$ cat config.mk
export PLATFORM = sky130hd
export DESIGN_NAME = pmem_arbiter
export DESIGN_NICKNAME = d
export VERILOG_FILES = /design/src/rtl/pmem_arbiter_pkg.sv /design/src/rtl/pmem_arbiter_rr_select.sv /design/src/rtl/pmem_arbiter.sv
export SDC_FILE = /design/constraint.sdc
export NUM_CORES = 1
export LEC_CHECK = 0
export CAP_MARGIN = 20
export CORE_AREA = 2 2 536 538
export CTS_CLUSTER_DIAMETER = 80
export DETAILED_ROUTE_END_ITERATION = 16
export DIE_AREA = 0 0 538 540
export HOLD_SLACK_MARGIN = 0.15
export PLACE_DENSITY = 0.3
export SLEW_MARGIN = 5
export SYNTH_ARGS = -nofsm -noshare
export SYNTH_HDL_FRONTEND = slang
export SYNTH_HIERARCHICAL = 1
export SYNTH_SLANG_ARGS = --single-unit
$ cat constraint.sdc
create_clock -name clk -period 1.55 [get_ports clk]
set_input_delay 0.2325 -clock clk [delete_from_list [all_inputs] [get_ports clk]]
set_output_delay 0.2325 -clock clk [all_outputs]
set_load 0.1 [all_outputs]
$ cat src/rtl/pmem_arbiter_pkg.sv
// Shared types for the physical-memory line arbiter. PMEM_ARBITER_PREFETCH_EN
// adds the prefetch states to the enum.
package pmem_arbiter_pkg;

   typedef enum logic [1:0] {
      ST_IDLE     = 2'd0,
      ST_DEMAND   = 2'd1
`ifdef PMEM_ARBITER_PREFETCH_EN
      ,
      ST_PREFETCH = 2'd2,
      ST_PF_HIT   = 2'd3
`endif
   } state_e;

   // Byte stride between consecutive cache lines.
   function automatic int unsigned line_bytes(input int unsigned line_width);
      return line_width / 8;
   endfunction

endpackage

$ cat src/rtl/pmem_arbiter_rr_select.sv
// Combinational round-robin picker: first requester at or after ptr wins.
module rr_select #(
   parameter int N     = 2,
   parameter int PTR_W = $clog2(N)
) (
   input  logic [N-1:0]     req,
   input  logic [PTR_W-1:0] ptr,
   output logic [N-1:0]     grant,
   output logic             valid
);

   logic [PTR_W-1:0] idx;

   always_comb begin
      grant = '0;
      valid = 1'b0;
      idx   = '0;
      for (int i = 0; i < N; i++) begin
         idx = PTR_W'((int'(ptr) + i) % N);
         if (!valid && req[idx]) begin
            grant[idx] = 1'b1;
            valid      = 1'b1;
         end
      end
   end

endmodule

$ cat src/rtl/pmem_arbiter.sv
// Round-robin arbiter of NUM_PORTS line requesters onto one memory port.
// Define PMEM_ARBITER_PREFETCH_EN to add a one-line next-line prefetch buffer for port 0.
module pmem_arbiter
   import pmem_arbiter_pkg::*;
#(
   parameter int NUM_PORTS  = 2,
   parameter int ADDR_WIDTH = 32,
   parameter int LINE_WIDTH = 256
) (
   input  logic                                   clk,
   input  logic                                   rst_n,
   input  logic [NUM_PORTS-1:0]                   port_read,
   input  logic [NUM_PORTS-1:0]                   port_write,
   input  logic [NUM_PORTS-1:0][ADDR_WIDTH-1:0]   port_addr,
   input  logic [NUM_PORTS-1:0][LINE_WIDTH-1:0]   port_wdata,
   output logic [LINE_WIDTH-1:0]                  port_rdata,
   output logic [NUM_PORTS-1:0]                   port_resp,
   output logic                                   mem_read,
   output logic                                   mem_write,
   output logic [ADDR_WIDTH-1:0]                  mem_addr,
   output logic [LINE_WIDTH-1:0]                  mem_wdata,
   input  logic [LINE_WIDTH-1:0]                  mem_rdata,
   input  logic                                   mem_resp
);

   localparam int PTR_W = $clog2(NUM_PORTS);
   localparam logic [ADDR_WIDTH-1:0] LINE_STRIDE = ADDR_WIDTH'(line_bytes(LINE_WIDTH));

   state_e                 state_q, state_d;
   logic [PTR_W-1:0]       rr_ptr_q, rr_ptr_d;
   logic [PTR_W-1:0]       gnt_q, gnt_d;
   logic                   wr_q, wr_d;
   logic [ADDR_WIDTH-1:0]  addr_q, addr_d;
   logic [LINE_WIDTH-1:0]  wdata_q, wdata_d;

   logic [NUM_PORTS-1:0]   req_vec;
   logic [NUM_PORTS-1:0]   sel_grant;
   logic                   sel_valid;
   logic [PTR_W-1:0]       sel_idx;
   logic                   pf_hit;

   assign req_vec = port_read | port_write;

   rr_select #(.N(NUM_PORTS), .PTR_W(PTR_W)) u_rr (
      .req   (req_vec),
      .ptr   (rr_ptr_q),
      .grant (sel_grant),
      .valid (sel_valid)
   );

   always_comb begin
      sel_idx = '0;
      for (int i = 0; i < NUM_PORTS; i++) begin
         if (sel_grant[i]) sel_idx = PTR_W'(i);
      end
   end

`ifdef PMEM_ARBITER_PREFETCH_EN
   logic                   pf_valid_q, pf_valid_d;
   logic [ADDR_WIDTH-1:0]  pf_tag_q, pf_tag_d;
   logic [LINE_WIDTH-1:0]  pf_data_q, pf_data_d;
   logic                   pf_pend_q, pf_pend_d;
   logic [ADDR_WIDTH-1:0]  pf_next_q, pf_next_d;

   // A pure read by port 0 that wins arbitration and matches the buffer skips memory.
   assign pf_hit = sel_valid && (sel_idx == '0) && port_read[0] && !port_write[0] &&
                   pf_valid_q && (port_addr[0] == pf_tag_q);
`else
   assign pf_hit = 1'b0;
`endif

   always_comb begin
      state_d    = state_q;
      rr_ptr_d   = rr_ptr_q;
      gnt_d      = gnt_q;
      wr_d       = wr_q;
      addr_d     = addr_q;
      wdata_d    = wdata_q;
      mem_read   = 1'b0;
      mem_write  = 1'b0;
      mem_addr   = addr_q;
      mem_wdata  = wdata_q;
      port_resp  = '0;
      port_rdata = mem_rdata;
`ifdef PMEM_ARBITER_PREFETCH_EN
      pf_valid_d = pf_valid_q;
      pf_tag_d   = pf_tag_q;
      pf_data_d  = pf_data_q;
      pf_pend_d  = pf_pend_q;
      pf_next_d  = pf_next_q;
`endif

      case (state_q)
         ST_IDLE: begin
            if (pf_hit) begin
`ifdef PMEM_ARBITER_PREFETCH_EN
               state_d = ST_PF_HIT;
`endif
            end else if (sel_valid) begin
               // Command is captured here so a requester dropping mid-flight cannot disturb it.
               state_d = ST_DEMAND;
               gnt_d   = sel_idx;
               wr_d    = port_write[sel_idx];
               addr_d  = port_addr[sel_idx];
               wdata_d = port_wdata[sel_idx];
            end
`ifdef PMEM_ARBITER_PREFETCH_EN
            else if (pf_pend_q) begin
               state_d   = ST_PREFETCH;
               wr_d      = 1'b0;
               addr_d    = pf_next_q;
               pf_pend_d = 1'b0;
            end
`endif
         end

         ST_DEMAND: begin
            mem_read  = !wr_q;
            mem_write = wr_q;
            if (mem_resp) begin
               port_resp[gnt_q] = 1'b1;
               rr_ptr_d = (gnt_q == PTR_W'(NUM_PORTS - 1)) ? '0 : gnt_q + 1'b1;
               state_d  = ST_IDLE;
`ifdef PMEM_ARBITER_PREFETCH_EN
               if (wr_q && (addr_q == pf_tag_q)) pf_valid_d = 1'b0;
               if (!wr_q && (gnt_q == '0)) begin
                  pf_pend_d = 1'b1;
                  pf_next_d = addr_q + LINE_STRIDE;
               end
`endif
            end
         end

`ifdef PMEM_ARBITER_PREFETCH_EN
         ST_PREFETCH: begin
            mem_read = 1'b1;
            if (mem_resp) begin
               pf_valid_d = 1'b1;
               pf_tag_d   = addr_q;
               pf_data_d  = mem_rdata;
               state_d    = ST_IDLE;
            end
         end

         ST_PF_HIT: begin
            port_resp[0] = 1'b1;
            port_rdata   = pf_data_q;
            rr_ptr_d     = PTR_W'(1);
            state_d      = ST_IDLE;
         end
`endif

         default: state_d = ST_IDLE;
      endcase
   end

   always_ff @(posedge clk) begin
      if (!rst_n) begin
         state_q  <= ST_IDLE;
         rr_ptr_q <= '0;
         gnt_q    <= '0;
         wr_q     <= 1'b0;
         addr_q   <= '0;
         wdata_q  <= '0;
      end else begin
         state_q  <= state_d;
         rr_ptr_q <= rr_ptr_d;
         gnt_q    <= gnt_d;
         wr_q     <= wr_d;
         addr_q   <= addr_d;
         wdata_q  <= wdata_d;
      end
   end

`ifdef PMEM_ARBITER_PREFETCH_EN
   always_ff @(posedge clk) begin
      if (!rst_n) begin
         pf_valid_q <= 1'b0;
         pf_tag_q   <= '0;
         pf_data_q  <= '0;
         pf_pend_q  <= 1'b0;
         pf_next_q  <= '0;
      end else begin
         pf_valid_q <= pf_valid_d;
         pf_tag_q   <= pf_tag_d;
         pf_data_q  <= pf_data_d;
         pf_pend_q  <= pf_pend_d;
         pf_next_q  <= pf_next_d;
      end
   end
`endif

endmodule
floorplan.png
Pins as bars on the die edge. Tap cells in gray.
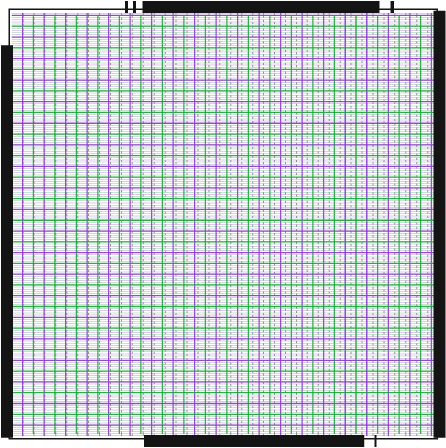
Key: VDD = green; VSS = purple
39 straps on met5. The core has 196 rows.

m3.png
Scale: 1 px per µm. Cells faint in the background.
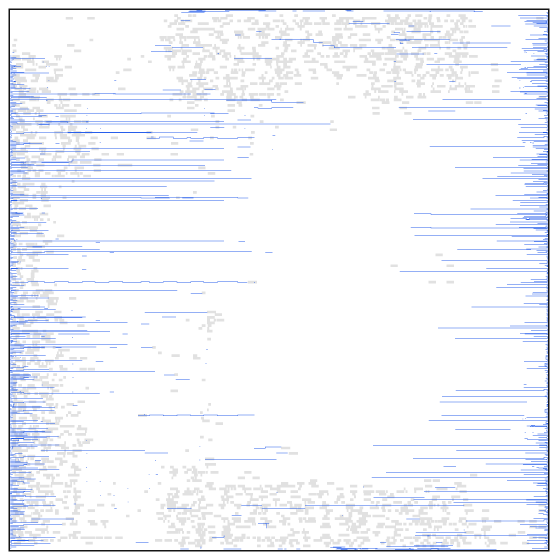
The layer carries 19,700 µm of wire. The wires run mostly horizontal. The layer holds 14% of the routed length. The longest straight run is 314 µm.

clock_nets.png
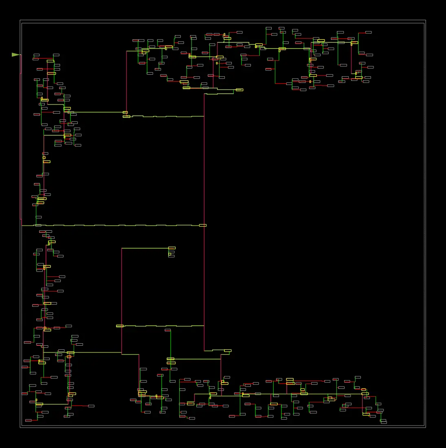
Seq cells: 292
CTS sink count: 292
Clk power: 11,100 µW

layers.png
Scale: 1 px per µm.
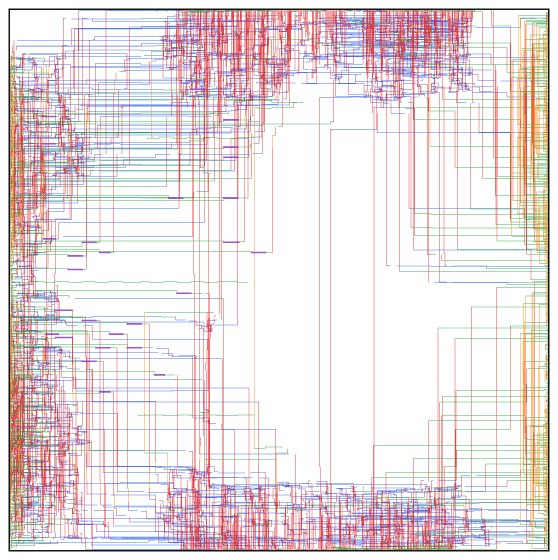
Key: M3 = green [wire length 19,700 µm]; M1 = blue [wire length 47.3 mm]; M2 = red [wire length 66.8 mm]; M5 = purple [wire length 374 µm]; M4 = orange [wire length 9,710 µm]

==> CHANGELOG.md <==
### Changed

- DR vias: 15.1k
- Post-layout period usage: 113%
- CTS tree: built
- Worst hold path type: in -> reg
- Finished Layout Cells: 6,144
- Final setup fails: 239
- Core area: 284,000 µm²
- Crit path DAT: 2.26 ns
- Filler instances: 32.3k
- Hold WS: 0.174 ns
- Top cells excl fill/tap: clkdlybuf4s50_1 (580), buf_12 (343), o21ai_0 (262), a21oi_1 (238), mux2i_1 (147)
- Syn. warnings: 6
- Fin worst setup slack: -0.206 ns
- Nets@finish: 3,170
- Required time of the critical path: 2.05 ns
- Routed WL per cell: 23.4 µm
- Failing checks: negative setup slack
- Die Ht: 540 µm
- Port Buffers: 874
- Run status: finished, violations left
- Post-Place Cells: 5,925
stage by stage:
stage,cell area [µm²],setup slack (ns),utilization (%)
finish,34600,-0.206,12.2
global route,34600,-0.248,12.2
CTS,33900,-0.232,11.9
detailed placement,29300,-1.29,10.3
global placement,29300,-1.32,10.3
floorplan,14300,-0.0314,-
final cells by class:
class	instances	area, µm²	share of cell area [%]
multi-input combinational	885	7310	21.1
timing repair buffer	1105	14900	42.9
clock inverter	17	260	0.751
inverter	1	3.75	0.0108
antenna	17	42.5	0.123
clock buffer	65	1280	3.70
sequential	292	6170	17.8
tap	3762	4710	13.6
flip-flops by register name, indices dropped and copies added (netlist names):
register   cells
gnt_q          1
mem_addr      32
mem_wdata    256
rr_ptr_q       1
state_q        1
wr_q           1
report_power, final:
part / total (µW) / leakage, µW / switching [µW] / internal [µW]
Combinational: 16200 / 0.00843 / 9480 / 6680
Sequential: 9470 / 0.00249 / 1030 / 8440
Clock: 11100 / 0.000754 / 4380 / 6740
path summary, 6_finish.rpt:
check	startpoint	to	slack, ns	depth (start not counted)
hold reg to reg	gnt_q	gnt_q	0.52	2
hold / removal	port_write[1]	wr_q	0.17	4
setup / recovery	rr_ptr_q	mem_wdata[14]	-0.21	9
setup reg to reg	rr_ptr_q	mem_wdata[14]	-0.21	9
routing by layer:
| layer | global-route usage (%) | wire (µm) | vias up |
|---|---|---|---|
| met5 | 0 | 373 | - |
| met4 | 5.58 | 9710 | 56 |
| met3 | 5.42 | 19700 | 456 |
| met2 | 15.7 | 66800 | 814 |
| met1 | 9.26 | 47300 | 6888 |
| li1 | - | - | 6868 |
Power is estimated from default activity; no workload was simulated.
